==> config.mk <==
export PLATFORM = sky130hd
export DESIGN_NAME = csa_seq_mac
export DESIGN_NICKNAME = d
export VERILOG_FILES = /design/src/rtl/csa_seq_mac_pkg.sv /design/src/rtl/csa_seq_mac_row.sv /design/src/rtl/csa_seq_mac.sv
export SDC_FILE = /design/constraint.sdc
export NUM_CORES = 1
export LEC_CHECK = 0
export CORE_ASPECT_RATIO = 1.4
export CORE_MARGIN = 1.5
export CORE_UTILIZATION = 30
export CTS_CLUSTER_DIAMETER = 200
export CTS_CLUSTER_SIZE = 24
export DETAILED_ROUTE_END_ITERATION = 8
export PLACE_DENSITY_LB_ADDON = 0.3
export RECOVER_POWER = 25
export SKIP_LAST_GASP = 1
export SLEW_MARGIN = 25
export SYNTH_ARGS = -nofsm -noshare
export SYNTH_HDL_FRONTEND = slang
export SYNTH_SLANG_ARGS = --single-unit
==> constraint.sdc <==
create_clock -name clk -period 2.6 [get_ports clk]
set_input_delay 0.52 -clock clk [delete_from_list [all_inputs] [get_ports clk]]
set_output_delay 0.52 -clock clk [all_outputs]
set_load 0.02 [all_outputs]
==> src/rtl/csa_seq_mac_pkg.sv <==
// Shared types and helpers for the sequential carry-save multiply-accumulate unit.
package csa_pkg;

  typedef enum logic [1:0] {
    ST_IDLE    = 2'd0,
    ST_ACCUM   = 2'd1,
    ST_RESOLVE = 2'd2,
    ST_DONE    = 2'd3
  } state_e;

  // Step counter width; never below one bit so the counter always exists.
  function automatic int cnt_w(input int width, input int step);
    return (width / step <= 1) ? 1 : $clog2(width / step);
  endfunction

endpackage

==> src/rtl/csa_seq_mac_row.sv <==
// One N-bit row of 3:2 compressors; carry is returned already shifted by one place.
module csa_row #(
  parameter int N = 17
) (
  input  logic [N-1:0] x,
  input  logic [N-1:0] y,
  input  logic [N-1:0] z,
  output logic [N-1:0] sum,
  output logic [N-1:0] carry
);

  logic [N-2:0] maj;

  assign sum   = x ^ y ^ z;
  // The top majority bit would shift out of the row, so it is never formed.
  assign maj   = (x[N-2:0] & y[N-2:0]) | (x[N-2:0] & z[N-2:0]) | (y[N-2:0] & z[N-2:0]);
  assign carry = {maj, 1'b0};

endmodule

==> src/rtl/csa_seq_mac.sv <==
// Sequential unsigned MAC: P = A*B + ACC, STEP multiplier bits per cycle through
// chained carry-save rows, one carry-propagate add at the end.
module csa_seq_mac
  import csa_pkg::*;
#(
  parameter int WIDTH = 8,
  parameter int STEP  = 1
) (
  input  logic                 clk,
  input  logic                 rst_n,
  input  logic                 in_valid,
  output logic                 in_ready,
  input  logic [WIDTH-1:0]     a,
  input  logic [WIDTH-1:0]     b,
  input  logic                 acc_en,
  input  logic [2*WIDTH-1:0]   acc_in,
  output logic                 out_valid,
  input  logic                 out_ready,
  output logic [2*WIDTH-1:0]   p,
  output logic                 ovf
);

  localparam int DW   = 2 * WIDTH + 1;
  localparam int NGRP = WIDTH / STEP;
  localparam int CW   = cnt_w(WIDTH, STEP);
  localparam logic [CW-1:0] CNT_LAST = CW'(NGRP - 1);

  if (STEP < 1 || STEP > 2 || (WIDTH % STEP) != 0 || WIDTH < 4 || WIDTH > 32) begin : g_bad_cfg
    $error("csa_seq_mac: illegal WIDTH/STEP combination");
  end

  state_e                     state_q, state_d;
  logic [WIDTH-1:0]           a_q, a_d, b_q, b_d;
  logic [DW-1:0]              s_q, s_d, c_q, c_d, r;
  logic [CW-1:0]              cnt_q, cnt_d;
  logic [2*WIDTH-1:0]         p_q, p_d;
  logic                       ovf_q, ovf_d;

  logic [CW:0]                shamt;
  logic [STEP-1:0]            bgrp;
  logic [DW-1:0]              a_ext;
  logic [STEP-1:0][DW-1:0]    pp;
  logic [STEP:0][DW-1:0]      s_ch, c_ch;

  // Bit position of the first multiplier bit retired this cycle.
  assign shamt = (STEP == 2) ? {cnt_q, 1'b0} : {1'b0, cnt_q};
  assign bgrp  = STEP'(b_q >> shamt);
  assign a_ext = {{(WIDTH+1){1'b0}}, a_q};

  always_comb begin
    pp = '0;
    for (int k = 0; k < STEP; k++) begin
      pp[k] = bgrp[k] ? ((a_ext << shamt) << k) : '0;
    end
  end

  assign s_ch[0] = s_q;
  assign c_ch[0] = c_q;

  for (genvar g = 0; g < STEP; g++) begin : g_row
    csa_row #(.N(DW)) u_row (
      .x     (s_ch[g]),
      .y     (c_ch[g]),
      .z     (pp[g]),
      .sum   (s_ch[g+1]),
      .carry (c_ch[g+1])
    );
  end

  assign r = s_q + c_q;

  always_comb begin
    state_d = state_q;
    a_d     = a_q;
    b_d     = b_q;
    s_d     = s_q;
    c_d     = c_q;
    cnt_d   = cnt_q;
    p_d     = p_q;
    ovf_d   = ovf_q;
    case (state_q)
      ST_IDLE: begin
        if (in_valid) begin
          a_d     = a;
          b_d     = b;
          s_d     = acc_en ? {1'b0, acc_in} : '0;
          c_d     = '0;
          cnt_d   = '0;
          state_d = ST_ACCUM;
        end
      end
      ST_ACCUM: begin
        s_d   = s_ch[STEP];
        c_d   = c_ch[STEP];
        cnt_d = cnt_q + CW'(1);
        if (cnt_q == CNT_LAST) state_d = ST_RESOLVE;
      end
      ST_RESOLVE: begin
        p_d     = r[2*WIDTH-1:0];
        ovf_d   = r[DW-1];
        state_d = ST_DONE;
      end
      ST_DONE: begin
        if (out_ready) state_d = ST_IDLE;
      end
      default: state_d = ST_IDLE;
    endcase
  end

  always_ff @(posedge clk or negedge rst_n) begin
    if (!rst_n) begin
      state_q <= ST_IDLE;
      a_q     <= '0;
      b_q     <= '0;
      s_q     <= '0;
      c_q     <= '0;
      cnt_q   <= '0;
      p_q     <= '0;
      ovf_q   <= 1'b0;
    end else begin
      state_q <= state_d;
      a_q     <= a_d;
      b_q     <= b_d;
      s_q     <= s_d;
      c_q     <= c_d;
      cnt_q   <= cnt_d;
      p_q     <= p_d;
      ovf_q   <= ovf_d;
    end
  end

  assign in_ready  = (state_q == ST_IDLE);
  assign out_valid = (state_q == ST_DONE);
  assign p         = p_q;
  assign ovf       = ovf_q;

endmodule

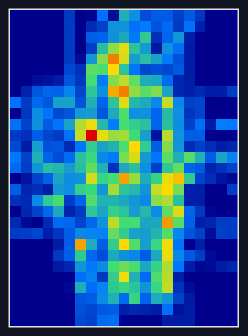
run_1/metal_density.png
The die is cut into 21 by 29 equal tiles; dark blue is low, red is high, scaled to the fullest tile. Values are wire area over tile area, all layers added.
fullest tile: 0.46
mean over tiles: 0.10
densest ninth of the die: centre
tiles over half the peak: 12%
nearly empty tiles: 26%

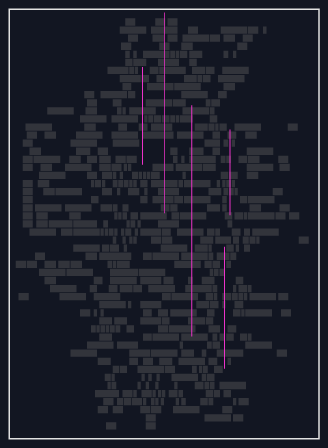
run_1/layer_met4.png
main direction: vertical
longest straight run: 77.5 microns
nets with wire on the layer: 5
wire length on this layer: 247 microns
Total Routed Length: 9.83 mm
Vias: 3,212

==> impl_metrics.json, run 1 <==
{
  "status": "finished clean",
  "first_iter_violations": 106,
  "placed_cells": 633,
  "fmax_ghz": 0.427,
  "switching_power_mw": 2.52,
  "ir_worst_vdd_uv": 395,
  "warnings": 30,
  "synthArstFlopShare_pct": 100,
  "fin_cells": 649,
  "grt_use_met2_pct": 25.0,
  "cts-hold-fix-buffers": 0,
  "register_area_sq_um": 1780,
  "critPathKind": "flop to flop",
  "nFillCells": 1404,
  "largest_register_ffs": 17,
  "lay_top_cells": "dfrtp_1 (70), clkdlybuf4s50_1 (54), nand2_1 (43)",
  "clockPowerShare_pct": 20.2,
  "first_pass_iters": 4,
  "finalSetupViolCount": 0,
  "cts_buffers": 9,
  "initCoreUtil_pct": 30.7,
  "synth.net_count": 477,
  "dpl_cell_area_sq_um": 5070,
  "m1WireLength_mm": 4.19,
  "required_ps": 2810,
  "rsz0062_at_grt": "false",
  "die_h_microns": 144,
  "route.met3.wl_microns": 291,
  "syn_area_sq_um": 4270,
  "crit_chain": "mux4_2 -> nand2_1 -> and2_1 -> nor2_1 -> fa_1 -> a221o_1",
  "numSynthFlops": 71,
  "yosysWarnings": 0,
  "yosysSeqAreaShare_pct": 41.6,
  "layout.nets": 533,
  "fp.dieW_microns": 104,
  "cts-root-buf": "clkbuf_16",
  "most_common_cell": "dfrtp_1",
  "crit_fanout": 7,
  "ys_area_sq_um": 4270,
  "slew_viol_final": 0,
  "final_common_cell": "dfrtp_1",
  "drv_cap": 0,
  "cts_resized": 0,
  "synthTopCellsByCount": "dfrtp_1 (71), nand2_1 (43), nor2_1 (30)",
  "r2r_slack_ps": 260,
  "finalHoldViolCount": 0,
  "finalWorstPathRequiredPeriod_ps": 2340,
  "top_area_share_pct": 41.6,
  "worst_pin_slew_ps": 1340,
  "rr_endpoint": "s_q[9]$_DFFE_PN0P_",
  "cp-start-kind": "flop",
  "critPathBufInv": 0,
  "viasPerCell": 4.95,
  "grt_pass1_wl_mm": 16.5,
  "routed.top_layer": "met4",
  "totalNegativeSetupSlack_ps": 0,
  "crit_family": "simple AND/OR/NAND/NOR gates",
  "cts.clk_slew.worst_paths_ps": 60,
  "r2r-start": "cnt_q[0]$_DFFE_PN0P_",
  "power_frac_seq_pct": 30.5,
  "period_used_pct": 90.2,
  "ys.flop_type": "dfrtp_1",
  "port_buffers": 55,
  "yosys.area_share.adder_pct": 13.3,
  "topCellsByArea": "dfrtp_1 (42%), mux2_2 (7.7%), ha_1 (6.7%)",
  "synthTopLogicFamily": "AND-OR/OR-AND gates",
  "drive_gt1_share_pct": 13.6,
  "critical_path_arrival_ps": 2560,
  "reg2reg_depth": 6,
  "detail-route-antenna-nets": 0,
  "first_global_vias": 3279,
  "wl_met2_mm": 5.10,
  "antenna_found_initial": 0,
  "grt_util_all_layers_pct": 13.9,
  "synthAoiAreaFrac_pct": 18.8,
  "wl_per_cell_microns": 15.1,
  "largest_area_cell": "dfrtp_1",
  "comb_power_share_pct": 49.3,
  "hold_class": "input port to asynchronous set/reset pin",
  "ys_cells": 403,
  "synthXorXnorAreaFrac_pct": 1.64,
  "critPathMaxStageDelay_ps": 520,
  "power_leakage_nw": 2.34,
  "grt_max_degree": 49,
  "syn_inst": 403,
  "comb_area_sq_um": 2360,
  "clk_latency_ps": 330,
  "drc_errors": 0,
  "cts_tree": "built",
  "hold-worst-slack_ps": 472,
  "relSlewSlack_pct": 10.8,
  "clock-sinks": 71,
  "syn_avg_cell_area_sq_um": 10.6,
  "htreeDepth": 3,
  "largest-register": "s_q",
  "area_growth_pct": 25.7,
  "chip_area_sq_um": 15000,
  "ys_sh_simple_pct": 10.4,
  "swShare_pct": 40.0,
  "place_hpwl_mm": 7.55,
  "mux_share_pct": 10.8
}
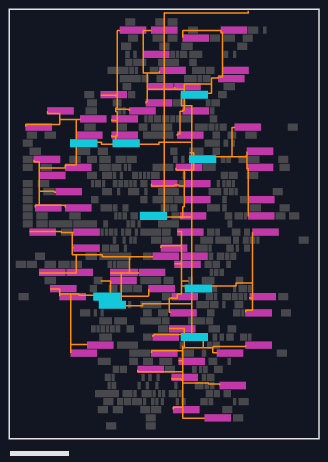
run_1/clk_routes.png
The bar under the picture is 20 microns long.
[magenta] flip-flops | count: 71
[cyan] clock drivers | count: 9
[orange] clock wires | length: 1,050 microns
routed clock nets: 10
flops lie: spread over the die

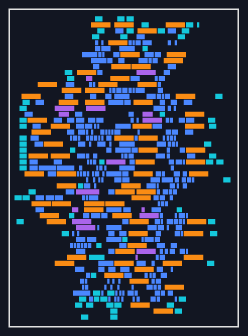
run_1/placement_by_type.png
| colour | class | cells | share of their area |
|---|---|---|---|
| orange | sequential cells | 71 | 35% |
| cyan | remaining buffers and delay cells | 67 | 13% |
| blue | combinational and other logic | 310 | 47% |
| purple | clock drivers and dummy loads | 16 | 6.0% |
sequential share of cell area: 33.1%
placeable core region: 13,900 sq um
design area: 5360 sq um
Core Rows: 51
Util after Layout: 38.6%

-- run 1: final cells by class --
type,count,share of cell area [%]
multi-input cells,300,44.0
flip-flops and latches,71,33.1
repair buffers,67,12.1
clock buffers,12,4.78
well taps,185,4.32
clock inverters,4,0.980
inverters,10,0.700
-- run 1: power by group through the flow --
stage | combinational, mW | sequential, mW | clock, mW
finish | 3.11 | 1.92 | 1.27
detailed placement | 3.11 | 1.95 | 0
CTS | 3.13 | 1.93 | 1.30
global placement | 3.03 | 1.93 | 0
floorplan | 2.16 | 1.94 | 0
global route | 3.47 | 2.00 | 1.35
-- run 1: stage by stage --
step / worst slack (ps) / power [mW]
after CTS: 157 / 6.37
after global routing: 107 / 6.82
final: 256 / 6.30
after floorplan: 187 / 4.10
after detailed placement: 153 / 5.06
after global placement: 267 / 4.95
==> inputs of run 2 (changes only) <==
- SLEW_MARGIN: 25 -> unset
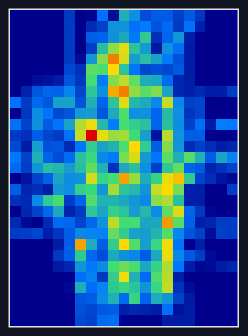
run_2/metal_density.png
The die is cut into 21 by 29 equal tiles; dark blue is low, red is high, scaled to the fullest tile. Values are wire area over tile area, all layers added.
fullest tile: 0.46
densest ninth of the die: centre
nearly empty tiles: 26%
tiles over half the peak: 12%
mean over tiles: 0.10
DR WL/cell: 15.1 microns
gr usage total: 13.9%

==> run 2 against run 1 <==
Effect of this change:
- setup slack unchanged
- largest power group unchanged
- largest cell class unchanged
- utilization stayed put
- register-to-register slack about the same
==> impl_metrics.json, run 2 <==
{
  "status": "finished clean",
  "largest-register": "s_q",
  "lay_top_cells": "dfrtp_1 (70), clkdlybuf4s50_1 (54), nand2_1 (43)",
  "top_area_share_pct": 41.6,
  "cts-root-buf": "clkbuf_16",
  "syn_avg_cell_area_sq_um": 10.6,
  "port_buffers": 55,
  "synthTopLogicFamily": "AND-OR/OR-AND gates",
  "fmax_ghz": 0.427,
  "hold_class": "input port to asynchronous set/reset pin",
  "rows": 51,
  "place_hpwl_mm": 7.55,
  "die_h_microns": 144,
  "cts_buffers": 9,
  "cts-hold-fix-buffers": 0,
  "area_growth_pct": 25.7,
  "finalHoldViolCount": 0,
  "reg2reg_depth": 6,
  "first_pass_iters": 4,
  "routed_wl_mm": 9.83,
  "hold-worst-slack_ps": 472,
  "grt_pass1_wl_mm": 16.5,
  "finalSetupViolCount": 0,
  "rr_endpoint": "s_q[9]$_DFFE_PN0P_",
  "antenna_found_initial": 0,
  "finalWorstPathRequiredPeriod_ps": 2340,
  "cp-start-kind": "flop",
  "grt_max_degree": 49,
  "yosysWarnings": 0,
  "crit_fanout": 7,
  "synthTopCellsByCount": "dfrtp_1 (71), nand2_1 (43), nor2_1 (30)",
  "ys_cells": 403,
  "ys_area_sq_um": 4270,
  "cts.clk_slew.worst_paths_ps": 60,
  "syn_area_sq_um": 4270,
  "via_count": 3212,
  "r2r-start": "cnt_q[0]$_DFFE_PN0P_",
  "syn_inst": 403,
  "crit_chain": "mux4_2 -> nand2_1 -> and2_1 -> nor2_1 -> fa_1 -> a221o_1",
  "required_ps": 2810,
  "place_worst_setup_slack_ps": 153,
  "yosys.area_share.adder_pct": 13.3,
  "nFillCells": 1404,
  "final_common_cell": "dfrtp_1",
  "core_region_area_sq_um": 13900,
  "slew_viol_final": 0,
  "largest_register_ffs": 17,
  "r2r_slack_ps": 260,
  "dpl_cell_area_sq_um": 5070,
  "synthXorXnorAreaFrac_pct": 1.64,
  "first_iter_violations": 106,
  "drc_errors": 0,
  "most_common_cell": "dfrtp_1",
  "synthAoiAreaFrac_pct": 18.8,
  "synthArstFlopShare_pct": 100,
  "worst_pin_slew_ps": 1340,
  "fp.dieW_microns": 104,
  "critPathMaxStageDelay_ps": 520,
  "cts_tree": "built",
  "fin_cells": 649,
  "totalNegativeSetupSlack_ps": 0,
  "wl_met2_mm": 5.10,
  "route.met3.wl_microns": 291,
  "period_used_pct": 90.2,
  "power_leakage_nw": 2.34,
  "drive_gt1_share_pct": 13.6,
  "ir_worst_vdd_uv": 395,
  "first_global_vias": 3279,
  "chip_area_sq_um": 15000,
  "critPathKind": "flop to flop",
  "ys.flop_type": "dfrtp_1",
  "fin_ws_ps": 256,
  "cts_resized": 0,
  "final_util_pct": 38.6,
  "detail-route-antenna-nets": 0,
  "numSynthFlops": 71,
  "layout.nets": 533,
  "finalInstanceArea_sq_um": 5360,
  "rsz0062_at_grt": "false",
  "crit_family": "simple AND/OR/NAND/NOR gates",
  "clk_latency_ps": 330,
  "m1WireLength_mm": 4.19,
  "topCellsByArea": "dfrtp_1 (42%), mux2_2 (7.7%), ha_1 (6.7%)",
  "clock-sinks": 71,
  "yosysSeqAreaShare_pct": 41.6,
  "ys_sh_simple_pct": 10.4,
  "synth.net_count": 477,
  "warnings": 30,
  "critical_path_arrival_ps": 2560,
  "placed_cells": 633,
  "largest_area_cell": "dfrtp_1",
  "drv_cap": 0,
  "routed.top_layer": "met4"
}
==> run 2: report_power, final <==
group / internal (mW) / switching, mW / total [mW]
registers: 1.54 / 0.384 / 1.92
clock network: 0.799 / 0.475 / 1.27
logic: 1.45 / 1.66 / 3.11
==> run 2: layout make-up <==
type                            instances  area [sq um]  area share [%]
Multi-Input combinational cell        300          2360            44.0
Sequential cell                        71          1780            33.1
Timing Repair Buffer                   67           647            12.1
Clock buffer                           12           256            4.78
Tap cell                              185           231            4.32
Clock inverter                          4          52.6           0.980
Inverter                               10          37.5           0.700
==> run 2: cell families after synthesis <==
family	count (synthesis)
AND-OR/OR-AND	114
AND/OR/NAND/NOR	101
flip-flops	71
multiplexers	40
adder cells (fa/ha/maj)	37
buffers and inverters	32
XOR/XNOR	8
Power and IR drop assume default switching activity.
